[src/rtl/scan_sequencer.sv]
// Channel scanner driving the enable/select of a 3-to-8 decoder stage.
// Optional SCAN_SKIP_EN: honour Mask and skip disabled channels (otherwise all 8 are swept).
module scan_sequencer #(
    parameter int DWELL = 4,
    parameter int CW    = 4
) (
    input  logic       Clock,
    input  logic       Reset,
    input  logic       Start,
    input  logic       Stop,
    input  logic       Cont,
    input  logic [7:0] Mask,
    output logic       En,
    output logic [2:0] w,
    output logic       Busy,
    output logic       Done
);

    typedef enum logic {S_IDLE, S_DWELL} state_t;

    state_t          state_q, state_d;
    logic [CW-1:0]   cnt_q, cnt_d;
    logic [2:0]      w_q, w_d;
    logic            cont_q, cont_d;
    logic            done_q, done_d;
    logic [7:0]      mask_q;
    logic [7:0]      mask_d;
    logic [7:0]      start_mask;
    logic [7:0]      higher;
    logic            accept;
    logic            last_tick;

    // Lowest set bit; the loop runs high-to-low so the lowest match wins.
    function automatic logic [2:0] lowest(input logic [7:0] m);
        lowest = 3'd0;
        for (int i = 7; i >= 0; i--)
            if (m[i]) lowest = 3'(i);
    endfunction

`ifdef SCAN_SKIP_EN
    assign start_mask = Mask;

    always_ff @(posedge Clock) begin
        if (Reset) mask_q <= 8'h00;
        else       mask_q <= mask_d;
    end
`else
    logic unused_mask;
    assign unused_mask = ^{Mask, mask_d};
    assign start_mask  = 8'hFF;
    assign mask_q      = 8'hFF;
`endif

    assign accept    = Start && !Stop && (start_mask != 8'h00);
    assign last_tick = (cnt_q == CW'(DWELL - 1));
    // Enabled channels strictly above the current one.
    assign higher    = mask_q & (8'hFE << w_q);

    always_ff @(posedge Clock) begin
        if (Reset) begin
            state_q <= S_IDLE;
            cnt_q   <= '0;
            w_q     <= 3'd0;
            cont_q  <= 1'b0;
            done_q  <= 1'b0;
        end else begin
            state_q <= state_d;
            cnt_q   <= cnt_d;
            w_q     <= w_d;
            cont_q  <= cont_d;
            done_q  <= done_d;
        end
    end

    always_comb begin
        state_d = state_q;
        cnt_d   = cnt_q;
        w_d     = w_q;
        cont_d  = cont_q;
        mask_d  = mask_q;
        done_d  = 1'b0;
        unique case (state_q)
            S_IDLE: begin
                if (accept) begin
                    mask_d  = start_mask;
                    cont_d  = Cont;
                    w_d     = lowest(start_mask);
                    cnt_d   = '0;
                    state_d = S_DWELL;
                end
            end
            S_DWELL: begin
                if (Stop) begin
                    state_d = S_IDLE;
                end else if (last_tick) begin
                    cnt_d = '0;
                    if (higher != 8'h00) begin
                        w_d = lowest(higher);
                    end else if (cont_q) begin
                        w_d = lowest(mask_q);
                    end else begin
                        state_d = S_IDLE;
                        done_d  = 1'b1;
                    end
                end else begin
                    cnt_d = cnt_q + CW'(1);
                end
            end
            default: state_d = S_IDLE;
        endcase
    end

    assign En   = (state_q == S_DWELL);
    assign Busy = En;
    assign w    = w_q;
    assign Done = done_q;

endmodule

[config.mk]
export PLATFORM = sky130hd
export DESIGN_NAME = scan_sequencer
export DESIGN_NICKNAME = d
export VERILOG_FILES = /design/src/rtl/scan_sequencer.sv
export SDC_FILE = /design/constraint.sdc
export NUM_CORES = 1
export LEC_CHECK = 0
export ABC_AREA = 1
export CAP_MARGIN = 40
export CORE_AREA = 2 2 39 41
export DETAILED_ROUTE_END_ITERATION = 8
export DIE_AREA = 0 0 41 43
export PLACE_DENSITY_LB_ADDON = 0.25
export SLEW_MARGIN = 20
export SYNTH_ARGS = -nofsm -noshare
export SYNTH_HDL_FRONTEND = slang
export SYNTH_SLANG_ARGS = --single-unit
[constraint.sdc]
create_clock -name Clock -period 1.91 [get_ports Clock]
set_clock_uncertainty 0.05 [all_clocks]
set_input_delay 0.382 -clock Clock [delete_from_list [all_inputs] [get_ports Clock]]
set_output_delay 0.382 -clock Clock [all_outputs]
set_load 0.02 [all_outputs]
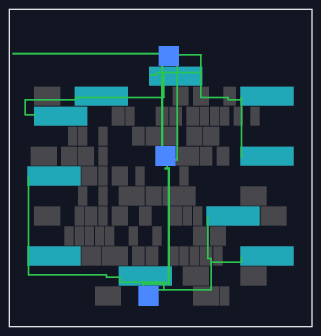
(images/clock_wires.png)
blue -> clock-net drivers  # count 3
green -> clock wires  # length 187 um
cyan -> flip-flops  # count 10
routed clock nets = 4
clock network power: 0.149 mW
clock share of power: 36.1%

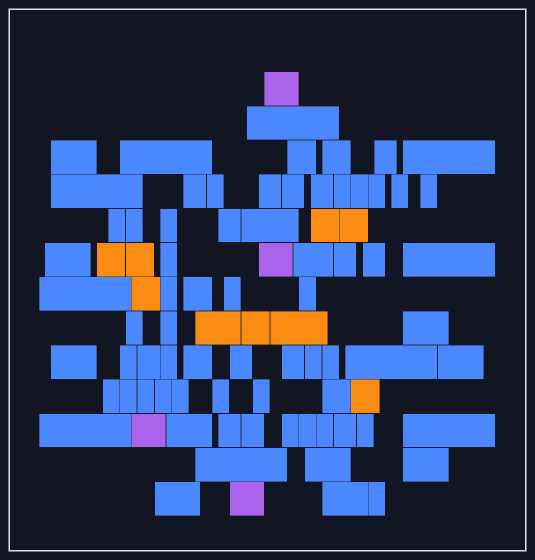
(images/sizing.png)
blue -> x1 and smaller  # cells 72, share 85%
orange -> x2  # cells 9, share 11%
purple -> x3 and x4  # cells 4, share 4.7%
Layout area overhead: 27.8%
finished layout cell area: 656 um2

==> out/results.ini <==
[floorplanning]
num_rows = 14
die_y_um = 43
coreArea_um2 = 1380

[clock_network]
cts_buffer_depth = 2
cts_root_buf = clkbuf_4
cts_htree_levels = 1
cts_hold_buf = 0

[route]
firstDrtPassIters = 4
drt-initial-drc-count = 12
drc_errors = 0
wire_per_inst_um = 10.2

[pwr]
swShare_pct = 25.7
p_comb_share_pct = 11.5
comb_power_mw = 0.0475
p_leak_nw = 0.263
power.switching_mw = 0.106

[placement]
portBuffers = 10
dp_cells = 98

[global_route]
grt_pass1_wl_um = 1610
grt_max_degree = 9

[min_path]
hold_end = Done

[layout]
n_fill_cell = 135
instances_no_fill = 101
multi_input_comb_area_um2 = 272
post-route-util_pct = 47.4

[setup_path]
r2r_end = w[1]
endpoint_kind = output pin
path_buffers = 1
critical_path_class = register to output pin
r2r_setup_slack_ns = 0.67

[logic_synthesis]
topCellsByArea = dfxtp_1, nand2_1, inv_1
ys.flops = 10

[sta]
hold_violations = 0
setup-violations-final = 0
period_used_pct = 89.2

[run_status]
status = finished clean

[flow_run]
tool_warnings = 34

==> sequential cells by signal (all words and copies together), names as in the netlist <==
name	cells
Busy	1
Done	1
cnt_q	4
cont_q	1
w	3
==> kinds of logic after synthesis <==
kind of cell	share of synthesized area (%)
and+or+nand+nor	39.8
buffers and inverters	8.05
DFF	39.0
AOI/OAI and AO/OA	9.02
xor gates and xnor gates	1.71
adders and majority gates	2.44
==> per-stage QoR <==
stage	instance area [um2]	power (mW)
4_1_cts	656	0.419
3_3_place_gp	633	0.269
5_1_grt	656	0.435
3_5_place_dp	633	0.269
2_1_floorplan	513	0.249
6_report	656	0.413
==> cells in the mapped netlist, drive strengths merged <==
cell   instances
xor2           1
dfxtp         10
nand2         19
a21oi          5
nand4          4
nor3           1
nor2          10
nand3          6
o21ai          3
buf            1
ha             1
o22ai          1
nor4           1
inv            9
==> routing by layer <==
layer	part of all wire [%]	track usage (%)
met5	0	0
met4	2.8	14.0
met3	5.5	4.71
met2	40	15.6
met1	51	20.8
==> layout by cell type, fill, tap and decap left out, drive strengths merged <==
cell type	synthesis	routed
nor3	1	1
inv	9	9
nand4	4	4
dfxtp	10	10
buf	1	1
clkbuf	0	3
nor2	10	10
a21oi	5	5
o21ai	3	3
o22ai	1	1
xor2	1	1
nand2	19	19
nand3	6	6
nor4	1	1
clkdlybuf4s50	0	10
ha	1	1
==> final cells by class <==
type / count / share of cell area (%)
Multi-Input combinational cell: 52 / 41.4
Sequential cell: 10 / 30.5
Timing Repair Buffer: 11 / 16.4
Inverter: 9 / 5.15
Clock buffer: 3 / 3.44
Tap cell: 16 / 3.05
No activity file was given, so power comes from the tool's default toggle rates.
